[src/rtl/core_pkg.sv]
// Shared definitions for the ARM-subset core: instruction constants,
// immediate-extension selector and the decode-side instruction field layout.
package core_pkg;

    localparam int unsigned INSTR_W  = 32;
    localparam int unsigned REG_AW   = 4;

    // MOV r0, r0 -- used as the bubble instruction
    localparam logic [INSTR_W-1:0] NOP_INSTR = 32'hE1A00000;
    localparam logic [REG_AW-1:0]  REG_PC    = 4'd15;

    typedef enum logic [1:0] {
        IMM_8   = 2'b00,
        IMM_12  = 2'b01,
        IMM_BR  = 2'b10,
        IMM_RSV = 2'b11
    } imm_src_e;

    // Data-processing / memory instruction field layout
    typedef struct packed {
        logic [3:0]  cond;
        logic [1:0]  op;
        logic [5:0]  funct;
        logic [3:0]  rn;
        logic [3:0]  rd;
        logic [11:0] low;
    } instr_fields_t;

endpackage

[src/rtl/extend_unit.sv]
// Immediate extension unit.
// Ports:
//   instr_i   - low 24 bits of the instruction
//   imm_src_i - immediate format selector
//   ext_imm_o - zero- or sign-extended immediate (combinational)
module extend_unit
    import core_pkg::*;
(
    input  logic [23:0]        instr_i,
    input  imm_src_e           imm_src_i,
    output logic [INSTR_W-1:0] ext_imm_o
);

    // Select the extension format; the reserved encoding yields zero
    always_comb begin
        ext_imm_o = '0;
        unique case (imm_src_i)
            IMM_8:   ext_imm_o = {24'b0, instr_i[7:0]};
            IMM_12:  ext_imm_o = {20'b0, instr_i[11:0]};
            IMM_BR:  ext_imm_o = {{6{instr_i[23]}}, instr_i[23:0], 2'b00};
            IMM_RSV: ext_imm_o = '0;
            default: ext_imm_o = '0;
        endcase
    end

endmodule

[src/rtl/fetch_decode_reg.sv]
// Fetch-to-decode pipeline register with stall/flush control, combinational
// decode-side field extraction and a saturating stall-cycle debug counter.
// Ports:
//   clk, reset              - clock, synchronous active-high reset
//   instr_f, pcplus4_f      - instruction and PC+4 from fetch
//   valid_f                 - fetch output is a real instruction
//   stall_d, flush_d        - hold / bubble the decode stage (flush wins)
//   reg_src, imm_src        - decoder controls for RA selection and Extend
//   instr_d, valid_d        - registered instruction and its valid flag
//   pcplus8_d               - registered PC+8
//   cond_d..rd_d            - instruction field slices of instr_d
//   ra1_d, ra2_d            - register-file read addresses
//   ext_imm_d               - extended immediate
//   stall_cnt               - saturating count of stalled valid cycles
module fetch_decode_reg
    import core_pkg::*;
#(
    parameter int unsigned DATA_WIDTH  = 32,
    parameter int unsigned STALL_CNT_W = 8
) (
    input  logic                   clk,
    input  logic                   reset,
    input  logic [DATA_WIDTH-1:0]  instr_f,
    input  logic [DATA_WIDTH-1:0]  pcplus4_f,
    input  logic                   valid_f,
    input  logic                   stall_d,
    input  logic                   flush_d,
    input  logic [1:0]             reg_src,
    input  logic [1:0]             imm_src,
    output logic [DATA_WIDTH-1:0]  instr_d,
    output logic                   valid_d,
    output logic [DATA_WIDTH-1:0]  pcplus8_d,
    output logic [3:0]             cond_d,
    output logic [1:0]             op_d,
    output logic [5:0]             funct_d,
    output logic [3:0]             rd_d,
    output logic [3:0]             ra1_d,
    output logic [3:0]             ra2_d,
    output logic [DATA_WIDTH-1:0]  ext_imm_d,
    output logic [STALL_CNT_W-1:0] stall_cnt
);

    logic [DATA_WIDTH-1:0]  instr_reg_q, instr_reg_d;
    logic                   valid_reg_q, valid_reg_d;
    logic [DATA_WIDTH-1:0]  pc8_reg_q,   pc8_reg_d;
    logic [STALL_CNT_W-1:0] cnt_reg_q,   cnt_reg_d;

    instr_fields_t          fields;
    logic [INSTR_W-1:0]     ext_imm;

    // Next-state: flush > stall > load; the counter only moves on a held valid slot
    always_comb begin
        instr_reg_d = instr_reg_q;
        valid_reg_d = valid_reg_q;
        pc8_reg_d   = pc8_reg_q;
        cnt_reg_d   = cnt_reg_q;
        if (flush_d) begin
            instr_reg_d = DATA_WIDTH'(NOP_INSTR);
            valid_reg_d = 1'b0;
            pc8_reg_d   = '0;
        end else if (stall_d) begin
            if (valid_reg_q && (cnt_reg_q != '1)) begin
                cnt_reg_d = cnt_reg_q + STALL_CNT_W'(1);
            end
        end else begin
            instr_reg_d = instr_f;
            valid_reg_d = valid_f;
            pc8_reg_d   = pcplus4_f + DATA_WIDTH'(4);
        end
    end

    // State registers
    always_ff @(posedge clk) begin
        if (reset) begin
            instr_reg_q <= DATA_WIDTH'(NOP_INSTR);
            valid_reg_q <= 1'b0;
            pc8_reg_q   <= '0;
            cnt_reg_q   <= '0;
        end else begin
            instr_reg_q <= instr_reg_d;
            valid_reg_q <= valid_reg_d;
            pc8_reg_q   <= pc8_reg_d;
            cnt_reg_q   <= cnt_reg_d;
        end
    end

    assign instr_d   = instr_reg_q;
    assign valid_d   = valid_reg_q;
    assign pcplus8_d = pc8_reg_q;
    assign stall_cnt = cnt_reg_q;

    // Decode-side fields come from the registered instruction only
    assign fields  = instr_fields_t'(instr_reg_q[INSTR_W-1:0]);
    assign cond_d  = fields.cond;
    assign op_d    = fields.op;
    assign funct_d = fields.funct;
    assign rd_d    = fields.rd;
    assign ra1_d   = reg_src[0] ? REG_PC : fields.rn;
    assign ra2_d   = reg_src[1] ? fields.rd : fields.low[3:0];

    extend_unit u_extend (
        .instr_i   (instr_reg_q[23:0]),
        .imm_src_i (imm_src_e'(imm_src)),
        .ext_imm_o (ext_imm)
    );

    assign ext_imm_d = DATA_WIDTH'(ext_imm);

endmodule

[config.mk]
export PLATFORM = sky130hd
export DESIGN_NAME = fetch_decode_reg
export DESIGN_NICKNAME = d
export VERILOG_FILES = /design/src/rtl/core_pkg.sv /design/src/rtl/extend_unit.sv /design/src/rtl/fetch_decode_reg.sv
export SDC_FILE = /design/constraint.sdc
export NUM_CORES = 1
export LEC_CHECK = 0
export CAP_MARGIN = 20
export CORE_MARGIN = 1.5
export CORE_UTILIZATION = 42
export CTS_CLUSTER_SIZE = 12
export DETAILED_ROUTE_END_ITERATION = 8
export GPL_ROUTABILITY_DRIVEN = 0
export GPL_TIMING_DRIVEN = 0
export MAX_ROUTING_LAYER = met4
export PLACE_DENSITY = 0.86
export SETUP_SLACK_MARGIN = 0.4
export SLEW_MARGIN = 20
export SYNTH_ARGS = -nofsm -noshare
export SYNTH_HDL_FRONTEND = slang
export SYNTH_HIERARCHICAL = 1
export SYNTH_SLANG_ARGS = --single-unit
[constraint.sdc]
create_clock -name clk -period 3.2 [get_ports clk]
set_clock_uncertainty 0.1 [all_clocks]
set_input_delay 0.48 -clock clk [delete_from_list [all_inputs] [get_ports clk]]
set_output_delay 0.48 -clock clk [all_outputs]
set_load 0.02 [all_outputs]
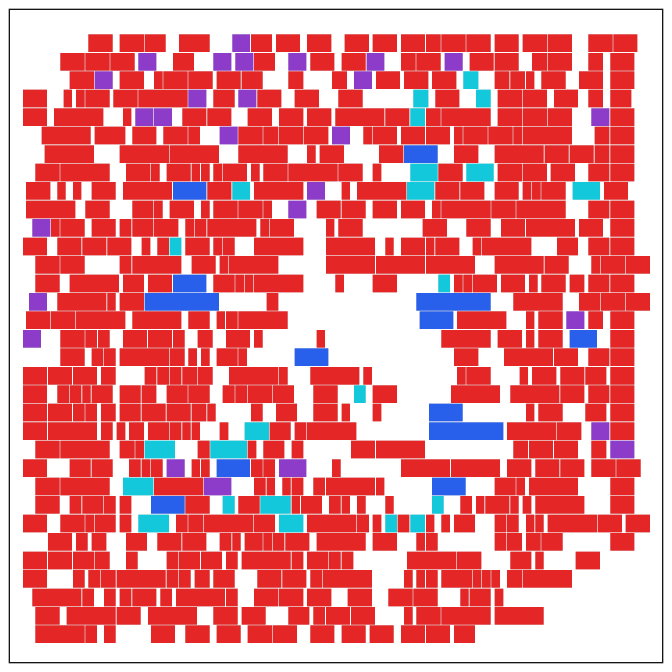
**Above:** cells by drive strength.
[purple] x3 and x4 | cells: 27
[blue] x6 and larger | cells: 13
[cyan] x2 | cells: 23
[red] x1 and smaller | cells: 565
worst path setup slack after routing: 0.499 ns
layout overhead on the synthesized area: 64.9%
total of plain and repair buffers excluding clock buffers: 242

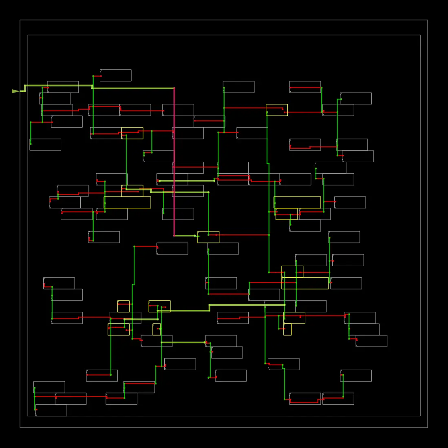
**Above:** clock nets.
Inserted Clock Buffers: 9
total clock network power: 0.000850 W
clock network latency to the later pin of the worst-skew pair: 0.34 ns

==> run notes <==
Results of the implementation run.

The top cell type by total area after synthesis is dfxtp_1. The setup fix buffers added after clock tree synthesis is 0. The area of the placeable core is between 0.008 and 0.009 sq mm. The count of instantiated cells in the yosys netlist is 413.

The quantity of gates resized following cts came out at 8. The met3 usage came out at 0.0569. The relative contribution of the clock network to total power is 0.377.

The area share of and-or/or-and cells after synthesis is 0.0995. The area fraction in and, or, nand and nor cells after synthesis came out at 0.215. The sequential fraction of the synthesis area is 0.402.

The initial detailed-routing violation count is 111. Detailed placement ended at an HPWL of 8990 um. The number of antenna violations at the first check in global routing is 0. The overall power after layout is around 0.0023 W. The number of port buffers came out at 200. Per the CTS log, the maximum H-tree level is 3. Measured along the x axis, the die boundary spans 96.0 um. The endpoint type of the worst setup path is a primary output. Per the post-route antenna check, the number of violating nets is 0. The share of flip-flops with an asynchronous set or reset came out at 0.

The number of nets produced by synthesis is 488. The clock passes through at most 2 buffers. Looking at the gate-level netlist, the highest instance count belongs to dfxtp_1. The cts-stage hold buffer count came out at 0. The highest attainable clock frequency is 0.370 GHz.

The launch instance of the worst register-to-register path is stall_cnt[0]. The number of distinct library cell variants in the gate-level netlist after synthesis came out at 38. The setup slack of the most critical reg-to-reg path came out at ~1.4 ns. The cell area after synthesis came out at 0.00363 sq mm.

The final-report setup violation count is 0. The number of cells produced by synthesis is 413. The commonest cells after synthesis are 73 x dfxtp_1, 53 x nor2_1, 38 x mux2i_1, 29 x a21oi_1, 23 x buf_4. The worst relative slew slack came out at 0.506. The worst setup path is launched from an input pin. The tool flagged a number of max-cap violations equal to 0. Per the post-place timing report, worst setup slack is 0.112 ns. STA shows the worst min-delay path finishing at pcplus8_d[13].

The flow ran to the end, and the final reports show no timing, DRC or antenna violations. STA reports the tightest min-delay check as being of type reg -> reg. The final design area excluding fillers is 0.00599 sq mm. Across every metal layer, demand over resource in global routing totals 0.254. Yosys attributes the largest share of cell area to dfxtp_1 40%, mux2i_1 10%, nor2_1 5.5%. The logic depth of the worst register-to-register path is 6. The worst endpoint required time came out at about 2.6 ns. The hold path startpoint is pcplus8_d[13]. The final number of hold-violating endpoints came out at 0. The power spent charging and discharging nets came out at 0.000573 W. The count of TritonRoute iterations in the first routing pass came out at 4. 202 I/O pins were placed. The worst hold margin came out at 0.375 ns. The post-synthesis average cell area is 8.80 sq um. The detailed-routing wirelength on met1 came out at 4550 um. The routed length on met3 came out at 854 um. At the end of the flow, the number of nets in the layout was 699.

On the worst setup and hold paths after CTS, the clock-pin slew comes to 0.07 ns. The final critical path time including I/O delays and setup is between 2 and 3 ns.
## power by group through the flow
stage	sequential (W)	clock [W]	combinational, W
3_3_place_gp	0.000981	0	0.000437
5_1_grt	0.000965	0.000908	0.000476
2_1_floorplan	0.00101	0	0.000171
4_1_cts	0.000962	0.000867	0.000446
6_report	0.000962	0.000850	0.000445
3_5_place_dp	0.000982	0	0.000447
## cells in the final DEF (no fill, tap or decap), types with 12 or more instances in the layout
master	n
clkdlybuf4s50_1	192
dfxtp_1	73
clkbuf_1	12
nand2_1	22
and2_1	15
nor2_1	53
nand3_1	12
xnor2_1	15
o21ai_0	22
buf_4	23
mux2i_1	38
a21oi_1	29
xor2_1	18
## area by class of cell
type / count / area, sq um
plain buffers: 42 / 256
clock buffers: 9 / 124
fillers: 644 / 2310
flip-flops and latches: 73 / 1460
multi-input cells: 289 / 1880
clock inverters: 6 / 108
well taps: 105 / 131
inverters: 9 / 33.8
repair buffers: 200 / 2000
## flip-flops by register name, indices dropped and copies added, names as in the netlist
signal     cells
instr_d       32
pcplus8_d     32
stall_cnt      8
valid_d        1
## worst max-delay path, cell delays in order
cell,delay [ns]
clkdlybuf4s50_1,0.41
and2b_4,0.29
buf_4,0.17
and2_1,0.15
clkdlybuf4s50_1,0.61
## worst max-delay path by stage
stage | startpoint | to | slack (ns) | cells after the start
3_5_place_dp | imm_src[1] | ext_imm_d[31] | 0.11 | 6
2_1_floorplan | imm_src[0] | ext_imm_d[26] | 1.21 | 4
4_1_cts | imm_src[0] | ext_imm_d[25] | 0.40 | 5
3_3_place_gp | imm_src[1] | ext_imm_d[30] | 0.19 | 6
6_report | imm_src[0] | ext_imm_d[14] | 0.50 | 5
5_1_grt | imm_src[0] | ext_imm_d[14] | 0.44 | 5
Power and IR drop assume default switching activity.
